===== config.mk =====
export PLATFORM = sky130hd
export DESIGN_NAME = caesar_link_ctrl_flat
export DESIGN_NICKNAME = d
export VERILOG_FILES = /design/src/rtl/caesar_pkg.sv /design/src/rtl/caesar_link_ctrl_if.sv /design/src/rtl/caesar_link_ctrl_fifo.sv /design/src/rtl/caesar_link_ctrl.sv /design/src/flat_wrapper.sv
export SDC_FILE = /design/constraint.sdc
export NUM_CORES = 1
export LEC_CHECK = 0
export CELL_PAD_IN_SITES_DETAIL_PLACEMENT = 1
export CELL_PAD_IN_SITES_GLOBAL_PLACEMENT = 2
export CORE_ASPECT_RATIO = 0.8
export CORE_MARGIN = 5
export CORE_UTILIZATION = 44
export CTS_CLUSTER_SIZE = 10
export DETAILED_ROUTE_END_ITERATION = 10
export PLACE_DENSITY_LB_ADDON = 0.1
export SYNTH_ARGS = -nofsm -noshare
export SYNTH_HDL_FRONTEND = slang
export SYNTH_SLANG_ARGS = --single-unit

===== constraint.sdc =====
create_clock -name clk50 -period 6.1 [get_ports clk50]
set_input_delay 1.22 -clock clk50 [delete_from_list [all_inputs] [get_ports clk50]]
set_output_delay 1.22 -clock clk50 [all_outputs]
set_load 0.02 [all_outputs]

===== src/rtl/caesar_pkg.sv =====
// Shared constants, FSM state types and the Caesar cipher arithmetic
// for the UART echo path.
package caesar_pkg;

    localparam logic [7:0]  ESC     = 8'h1B;
    localparam logic [7:0]  CMD_ENC = 8'h45;
    localparam logic [7:0]  CMD_DEC = 8'h44;
    localparam logic [7:0]  KEY_MAX = 8'h19;
    localparam int unsigned ALPHA   = 26;

    typedef enum logic {
        P_DATA,
        P_CMD
    } parse_state_e;

    typedef enum logic [1:0] {
        S_IDLE,
        S_START,
        S_ACK,
        S_WAIT
    } seq_state_e;

    // Rotate letters by s (0..25); everything else passes through.
    function automatic logic [7:0] caesar_apply(byte c, logic [4:0] s);
        logic [7:0] u;
        logic [7:0] base;
        logic [5:0] sum;
        logic       letter;
        u      = 8'(c);
        base   = 8'h41;
        letter = 1'b1;
        if (u >= 8'h41 && u <= 8'h5A) begin
            base = 8'h41;
        end else if (u >= 8'h61 && u <= 8'h7A) begin
            base = 8'h61;
        end else begin
            letter = 1'b0;
        end
        sum = 6'(u - base) + 6'(s);
        if (sum >= 6'(ALPHA)) begin
            sum = sum - 6'(ALPHA);
        end
        return letter ? (base + 8'(sum)) : u;
    endfunction

    // Decrypting by k is encrypting by (26 - k) mod 26.
    function automatic logic [4:0] eff_shift(logic [4:0] key, logic dec);
        if (dec && (key != 5'd0)) begin
            return 5'(ALPHA) - key;
        end
        return key;
    endfunction

endpackage


===== src/rtl/caesar_link_ctrl_if.sv =====
// RX/TX handshake and status bundle between the link controller and its
// UART neighbours.
interface caesar_link_ctrl_if #(
    parameter int unsigned DEPTH = 16
);
    localparam int unsigned LVL_W = $clog2(DEPTH) + 1;

    logic             rx_valid;
    logic [7:0]       rx_data;
    logic             tx_busy;
    logic             tx_start;
    logic [7:0]       tx_data;
    logic             overflow;
    logic [7:0]       drop_cnt;
    logic [LVL_W-1:0] fifo_level;
    logic [4:0]       shift_o;
    logic             decrypt_o;

    // Controller side
    modport master (
        input  rx_valid, rx_data, tx_busy,
        output tx_start, tx_data, overflow, drop_cnt, fifo_level,
               shift_o, decrypt_o
    );

    // UART / observer side
    modport slave (
        output rx_valid, rx_data, tx_busy,
        input  tx_start, tx_data, overflow, drop_cnt, fifo_level,
               shift_o, decrypt_o
    );

endinterface


===== src/rtl/caesar_link_ctrl_fifo.sv =====
// Synchronous byte FIFO with show-ahead read; pushes into a full FIFO and
// pops from an empty one are ignored.
module byte_fifo #(
    parameter int unsigned DEPTH = 16
) (
    input  logic                       clk,
    input  logic                       rst_n,
    input  logic                       push,
    input  logic                       pop,
    input  logic [7:0]                 din,
    output logic [7:0]                 dout,
    output logic [$clog2(DEPTH):0]     level,
    output logic                       full,
    output logic                       empty
);
    localparam int unsigned AW = $clog2(DEPTH);
    localparam int unsigned LW = AW + 1;

    logic [7:0]    mem [DEPTH];
    logic [AW-1:0] wr_ptr_q, wr_ptr_d;
    logic [AW-1:0] rd_ptr_q, rd_ptr_d;
    logic [LW-1:0] level_q, level_d;
    logic          do_push;
    logic          do_pop;

    assign full    = (level_q == LW'(DEPTH));
    assign empty   = (level_q == '0);
    assign do_push = push && !full;
    assign do_pop  = pop && !empty;
    assign dout    = mem[rd_ptr_q];
    assign level   = level_q;

    // Pointers wrap naturally because DEPTH is a power of two.
    always_comb begin
        wr_ptr_d = wr_ptr_q;
        rd_ptr_d = rd_ptr_q;
        level_d  = level_q;
        if (do_push) begin
            wr_ptr_d = wr_ptr_q + AW'(1);
        end
        if (do_pop) begin
            rd_ptr_d = rd_ptr_q + AW'(1);
        end
        case ({do_push, do_pop})
            2'b10:   level_d = level_q + LW'(1);
            2'b01:   level_d = level_q - LW'(1);
            default: level_d = level_q;
        endcase
    end

    always_ff @(posedge clk or negedge rst_n) begin
        if (!rst_n) begin
            wr_ptr_q <= '0;
            rd_ptr_q <= '0;
            level_q  <= '0;
        end else begin
            wr_ptr_q <= wr_ptr_d;
            rd_ptr_q <= rd_ptr_d;
            level_q  <= level_d;
        end
    end

    always_ff @(posedge clk) begin
        if (do_push) begin
            mem[wr_ptr_q] <= din;
        end
    end

endmodule


===== src/rtl/caesar_link_ctrl.sv =====
// Caesar echo-path link controller: in-band ESC command parser, enqueue-time
// cipher, byte FIFO and one-byte-at-a-time UART TX sequencer.
module caesar_link_ctrl
    import caesar_pkg::*;
#(
    parameter int unsigned DEPTH      = 16,
    parameter int unsigned INIT_SHIFT = 3
) (
    input  logic               clk50,
    input  logic               reset_n,
    caesar_link_ctrl_if.master bus
);
    localparam int unsigned LVL_W = $clog2(DEPTH) + 1;

    if (DEPTH < 2 || (DEPTH & (DEPTH - 1)) != 0) begin : g_bad_depth
        $error("caesar_link_ctrl: DEPTH must be a power of two >= 2");
    end
    if (INIT_SHIFT > 25) begin : g_bad_shift
        $error("caesar_link_ctrl: INIT_SHIFT must be 0..25");
    end

    parse_state_e     parse_q, parse_d;
    logic [4:0]       shift_q, shift_d;
    logic             decrypt_q, decrypt_d;
    logic             push_c;
    logic [7:0]       push_data_c;

    seq_state_e       seq_q, seq_d;
    logic             pop_c;
    logic             tx_start_q;
    logic [7:0]       tx_data_q, tx_data_d;

    logic             overflow_q, overflow_d;
    logic [7:0]       drop_cnt_q, drop_cnt_d;

    logic [7:0]       fifo_dout;
    logic [LVL_W-1:0] fifo_level;
    logic             fifo_full;
    logic             fifo_empty;

    // Command parser; data bytes are ciphered with the key in force right now.
    always_comb begin
        parse_d     = parse_q;
        shift_d     = shift_q;
        decrypt_d   = decrypt_q;
        push_c      = 1'b0;
        push_data_c = caesar_apply(byte'(bus.rx_data), eff_shift(shift_q, decrypt_q));
        if (bus.rx_valid) begin
            case (parse_q)
                P_DATA: begin
                    if (bus.rx_data == ESC) begin
                        parse_d = P_CMD;
                    end else begin
                        push_c = 1'b1;
                    end
                end
                P_CMD: begin
                    parse_d = P_DATA;
                    if (bus.rx_data <= KEY_MAX) begin
                        shift_d = 5'(bus.rx_data);
                    end else if (bus.rx_data == CMD_ENC) begin
                        decrypt_d = 1'b0;
                    end else if (bus.rx_data == CMD_DEC) begin
                        decrypt_d = 1'b1;
                    end else if (bus.rx_data == ESC) begin
                        push_c      = 1'b1;
                        push_data_c = ESC;
                    end
                end
            endcase
        end
    end

    // Drop accounting: a push into a full FIFO is lost even if a pop coincides.
    always_comb begin
        overflow_d = overflow_q;
        drop_cnt_d = drop_cnt_q;
        if (push_c && fifo_full) begin
            overflow_d = 1'b1;
            if (drop_cnt_q != 8'hFF) begin
                drop_cnt_d = drop_cnt_q + 8'd1;
            end
        end
    end

    // TX sequencer: ACK absorbs the transmitter's one-cycle busy latency.
    always_comb begin
        seq_d     = seq_q;
        pop_c     = 1'b0;
        tx_data_d = tx_data_q;
        case (seq_q)
            S_IDLE: begin
                if (!fifo_empty && !bus.tx_busy) begin
                    pop_c     = 1'b1;
                    tx_data_d = fifo_dout;
                    seq_d     = S_START;
                end
            end
            S_START: seq_d = S_ACK;
            S_ACK:   seq_d = S_WAIT;
            S_WAIT: begin
                if (!bus.tx_busy) begin
                    seq_d = S_IDLE;
                end
            end
        endcase
    end

    always_ff @(posedge clk50 or negedge reset_n) begin
        if (!reset_n) begin
            parse_q    <= P_DATA;
            shift_q    <= 5'(INIT_SHIFT);
            decrypt_q  <= 1'b0;
            seq_q      <= S_IDLE;
            tx_start_q <= 1'b0;
            tx_data_q  <= 8'h00;
            overflow_q <= 1'b0;
            drop_cnt_q <= 8'h00;
        end else begin
            parse_q    <= parse_d;
            shift_q    <= shift_d;
            decrypt_q  <= decrypt_d;
            seq_q      <= seq_d;
            tx_start_q <= (seq_d == S_START);
            tx_data_q  <= tx_data_d;
            overflow_q <= overflow_d;
            drop_cnt_q <= drop_cnt_d;
        end
    end

    byte_fifo #(
        .DEPTH (DEPTH)
    ) u_fifo (
        .clk   (clk50),
        .rst_n (reset_n),
        .push  (push_c),
        .pop   (pop_c),
        .din   (push_data_c),
        .dout  (fifo_dout),
        .level (fifo_level),
        .full  (fifo_full),
        .empty (fifo_empty)
    );

    assign bus.tx_start   = tx_start_q;
    assign bus.tx_data    = tx_data_q;
    assign bus.overflow   = overflow_q;
    assign bus.drop_cnt   = drop_cnt_q;
    assign bus.fifo_level = fifo_level;
    assign bus.shift_o    = shift_q;
    assign bus.decrypt_o  = decrypt_q;

endmodule

===== src/flat_wrapper.sv =====
// flat-port wrapper written by rule: the top's interface ports become plain ports
module caesar_link_ctrl_flat import caesar_pkg::*;
#(
    parameter int unsigned DEPTH      = 16,
    parameter int unsigned INIT_SHIFT = 3
)
  (clk50, reset_n, bus_rx_valid, bus_rx_data, bus_tx_busy, bus_tx_start, bus_tx_data, bus_overflow, bus_drop_cnt, bus_fifo_level, bus_shift_o, bus_decrypt_o);
  caesar_link_ctrl_if #(.DEPTH(DEPTH)) bus_i ();
  input  logic clk50;
  input  logic reset_n;
  input wire logic [$bits(bus_i.rx_valid)-1:0] bus_rx_valid;
  input wire logic [$bits(bus_i.rx_data)-1:0] bus_rx_data;
  input wire logic [$bits(bus_i.tx_busy)-1:0] bus_tx_busy;
  output wire logic [$bits(bus_i.tx_start)-1:0] bus_tx_start;
  output wire logic [$bits(bus_i.tx_data)-1:0] bus_tx_data;
  output wire logic [$bits(bus_i.overflow)-1:0] bus_overflow;
  output wire logic [$bits(bus_i.drop_cnt)-1:0] bus_drop_cnt;
  output wire logic [$bits(bus_i.fifo_level)-1:0] bus_fifo_level;
  output wire logic [$bits(bus_i.shift_o)-1:0] bus_shift_o;
  output wire logic [$bits(bus_i.decrypt_o)-1:0] bus_decrypt_o;
  assign bus_i.rx_valid = bus_rx_valid;
  assign bus_i.rx_data = bus_rx_data;
  assign bus_i.tx_busy = bus_tx_busy;
  assign bus_tx_start = bus_i.tx_start;
  assign bus_tx_data = bus_i.tx_data;
  assign bus_overflow = bus_i.overflow;
  assign bus_drop_cnt = bus_i.drop_cnt;
  assign bus_fifo_level = bus_i.fifo_level;
  assign bus_shift_o = bus_i.shift_o;
  assign bus_decrypt_o = bus_i.decrypt_o;
  caesar_link_ctrl #(.DEPTH(DEPTH), .INIT_SHIFT(INIT_SHIFT)) u_core (.clk50(clk50), .reset_n(reset_n), .bus(bus_i));
endmodule

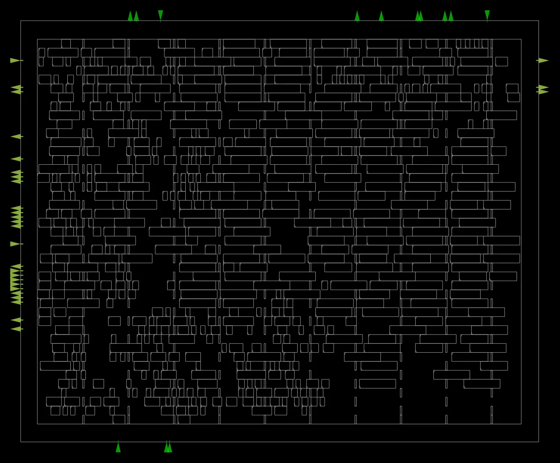
run_1/final_placement.png
Seq cells: 168
number of well taps: 225
core outline area: 17220 sq um
utilization after layout: 0.5239

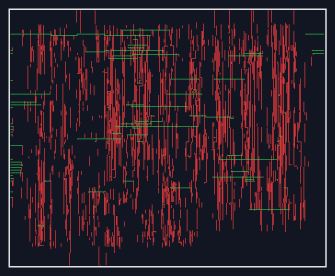
run_1/metal_stack.png
Drawn at 2 px/um. Two of the layers only.
Key: met3 = green [wire length 692 um]; met2 = red [wire length 8330 um]
detailed-route wire length per cell: 21.98 um
GRT Total Usage: 0.1879

==> summary.txt, run 1 <==
Results of the full flow below.

Final timing:
- On the final layout, the worst clock skew is 0.006757 ns.
- The run puts the peak clock frequency supported by timing at 183.7 MHz.
- The run gives the total negative setup slack as 0 ns.
- The final max-slew violation count recorded for this run is 0.

Worst setup path:
- The worst setup path is captured at a flop.
- The run gives the launch point of the worst reg-to-reg path as u_core.bus.shift_o[0].
- The run gives the data required time at the worst endpoint as 6.19 ns.
- Walking the critical path from launch to capture passes 17 cell instances.
- The run puts the arrival time of the worst setup path at 5.53 ns.
- The run puts the delay of the slowest cell on the worst path at 0.76 ns.
- STA classifies the critical path startpoint as a flop.

Power:
- Looking at the VDD voltage map, the peak drop is 231.7 uV.
- The run gives the clock share of power as 0.280.
- The run puts the share of total power in sequential cells at 0.414.
- The leakage component of the power was reported as 3.311 nW.
- Per report_power, the Combinational row totals 1.19 mW.
- Cell internal power was estimated by the tool at 2.648 mW.
- The run gives the power density over the cells as 431.2 nW/um^2.

GRT:
- The run puts the largest net degree at the start of global routing at 41.
- The run puts the initial antenna violation count at 0.
- The run puts the fraction of met1 tracks used by global routing at 0.2622.
- The run gives the met3 track utilization from global routing as 0.03847.
- The run gives the total grt overflow as 0.

Detailed routing:
- The run gives the total wirelength of the detailed-routed design as 17.74 mm.
- The run gives the met2 wire length as 8.330 mm.
- The run gives the number of search-and-repair iterations in the first detailed-routing pass as 5.
- The run puts the post-route DRC violation count at 0.
- The run puts the met1 layer wirelength in the final routing at 8.386 mm.

Logic synthesis:
- Per the synth stats, the proportion of register bits with asynchronous set or reset is 0.2381.
- Sorting the synthesized cells by area gives the leading types as edfxtp_1, dfrtp_1, mux4_2, ha_1, nand2_1.
- The run puts the multiplexer share of the synthesized area at 0.1288.
- In this run, the synthesized area fraction spent on and/or/nand/nor cells is recorded as 0.08929.
- The run gives the largest family of logic cells by area as multiplexers.
- In this run, synthesis inferred 128 flip-flops with an integrated enable.
- The run gives the summed instance area of the synthesized netlist as 7665 sq um.

Layout:
- The run puts the number of diodes at 0.
- The run gives the number of nets in the final layout as 608.
- The run puts the combinational share of cell area at 0.2942.
- The layout report lists the multi-input gate area as 2654 sq um.
- Leaving out fill and tap cells, the most frequent cells in the layout are edfxtp_1, nand2_1, mux4_2.
- The run gives the number of fillers in the final layout as 1670.
- Per the final report, the share of cell area in non-clock buffers is 0.05715.
- The final report gives the standard cell area, fillers excluded, as 9020 sq um.
- By instance count after routing, the leading logic cell type is edfxtp_1.
- The run puts the synthesis-to-finish area growth at 17.68%.

Floorplanning:
- The run puts the starting density of the core at 0.4452.
- The run puts the boundary pin count at 41.

Clock network:
- TritonCTS created 17 clock buffers.
- TritonCTS built the clock tree.
- The clock passes through at most 2 buffers.

Hold path:
- Looking at the hold checks, the worst path lands on u_core.bus.overflow.
- In this run the most critical hold path is launched from u_core.bus.overflow.

Placement:
- Per the placement report, the placed cell count is 776.
- The run puts the pre-CTS setup slack at 0.5142 ns.

Run status:
- The flow ran to the end, and the final reports show no timing, DRC or antenna violations.
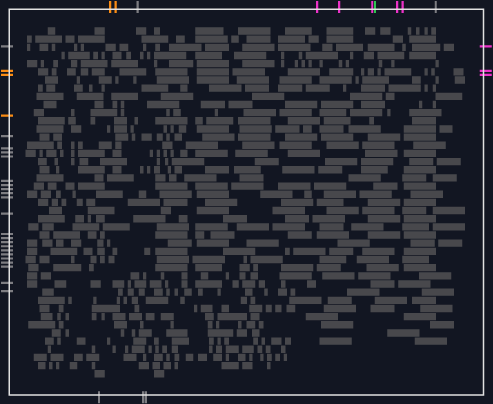
run_1/pins.png
Drawn at 3 px/um. Pins as bars across the die edge, other pins in grey.
Key: bus_fifo_level = orange [pins 5, direction output, edge 3 west, 2 north]; bus_tx_data = magenta [pins 8, direction output, edge 5 north, 3 east]; bus_tx_start = green [pins 1, direction output, edge north]
die width: 157.6 um
die height: 128.1 um
number of I/O port buffers: 40

==> inputs of run 2 (changes only) <==
--- a/config.mk
+++ b/config.mk
@@ -9,7 +9,7 @@
 export CELL_PAD_IN_SITES_GLOBAL_PLACEMENT = 2
 export CORE_ASPECT_RATIO = 0.8
 export CORE_MARGIN = 5
-export CORE_UTILIZATION = 44
+export CORE_UTILIZATION = 39
 export CTS_CLUSTER_SIZE = 10
 export DETAILED_ROUTE_END_ITERATION = 10
 export PLACE_DENSITY_LB_ADDON = 0.1
==> summary.txt, run 2 <==
Results of the full flow below.

Worst setup path:
- The worst setup path is captured at a flop.
- The worst setup path is launched from a flop.
- The launch point of the worst register-to-register path is recorded as u_core.bus.shift_o[0].
- The run puts the arrival time of the worst setup path at 5.46 ns.

Detailed routing:
- Per the detail_route report, DRC violations left total 0.
- The run puts the total wirelength of the detailed-routed design at 17.68 mm.
- The run puts the met1 layer wirelength in the final routing at 8.774 mm.

Placement:
- The count of buffers added on input and output ports is 40.
- The run gives the pre-CTS setup slack as 0.5176 ns.

Layout:
- The run puts the number of nets in the final layout at 608.
- The design has 168 sequential cells.
- Among logic cells in the layout, the one with the most instances is edfxtp_1.
- In the layout the commonest cells are edfxtp_1, nand2_1, mux4_2.
- The run gives the final instance area as 9076 sq um.
- The run puts the number of diodes at 0.
- The run gives the synthesis-to-finish area growth as 18.41%.
- Summing all multi-input logic gate instances after layout gives 2654 sq um.

Logic synthesis:
- The run puts the multiplexer share of the synthesized area at 0.1288.
- The run gives the summed instance area of the synthesized netlist as 7665 sq um.
- The run puts the fraction of registers with async set or reset after synthesis at 0.2381.
- By area, the combinational part of the netlist is dominated by multiplexers.
- After synthesis, the cell types taking the most area are edfxtp_1, dfrtp_1, mux4_2, ha_1, nand2_1.

GRT:
- The run puts the initial antenna violation count at 0.
- The run puts the fraction of met1 tracks used by global routing at 0.2446.
- The run gives the total grt overflow as 0.
- The run puts the met3 track utilization from global routing at 0.04084.
- Entering global routing, the biggest net connects 41 pins.

Run status:
- The flow ran to the end, and the final reports show no timing, DRC or antenna violations.

Power:
- The share of total power dissipated in sequential elements is 0.412.
- The run puts the clock share of power at 0.286.
- In this run the power density over the cells is 429.4 nW/um^2.
- The leakage component of the power was reported as 3.316 nW.

Final timing:
- For this run, the top clock speed supported by timing is 186.1 MHz.
- The run puts the final setup skew at 0.007981 ns.
- The run gives the max-slew violation count as 0.

Floorplanning:
- The run puts the height of the die at 135.4 um.
- The run gives the area of the core region as 19140 sq um.
- The run gives the boundary pin count as 41.

Clock network:
- TritonCTS built the clock tree.
- The run puts the largest buffer count on any clock path at 2.
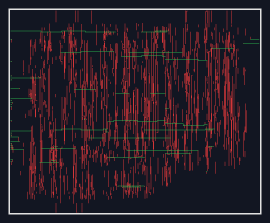
run_2/metal_stack.png
Drawn at 1.5 px/um. Two of the layers only.
Key: met3 = green [wire length 753 um]; met2 = red [wire length 8020 um]

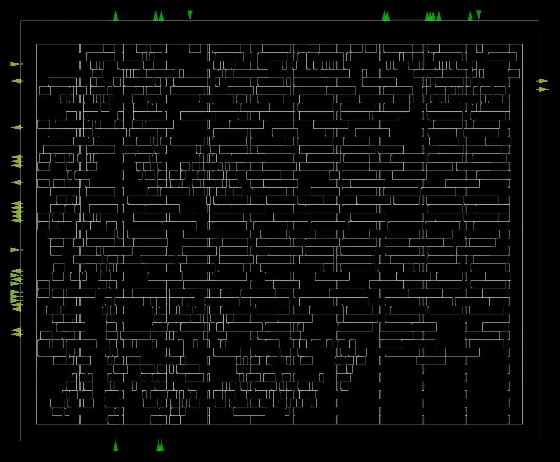
run_2/final_placement.png
number of well taps: 258
utilization after layout: 0.4741

No activity file was given, so power comes from the tool's default toggle rates.
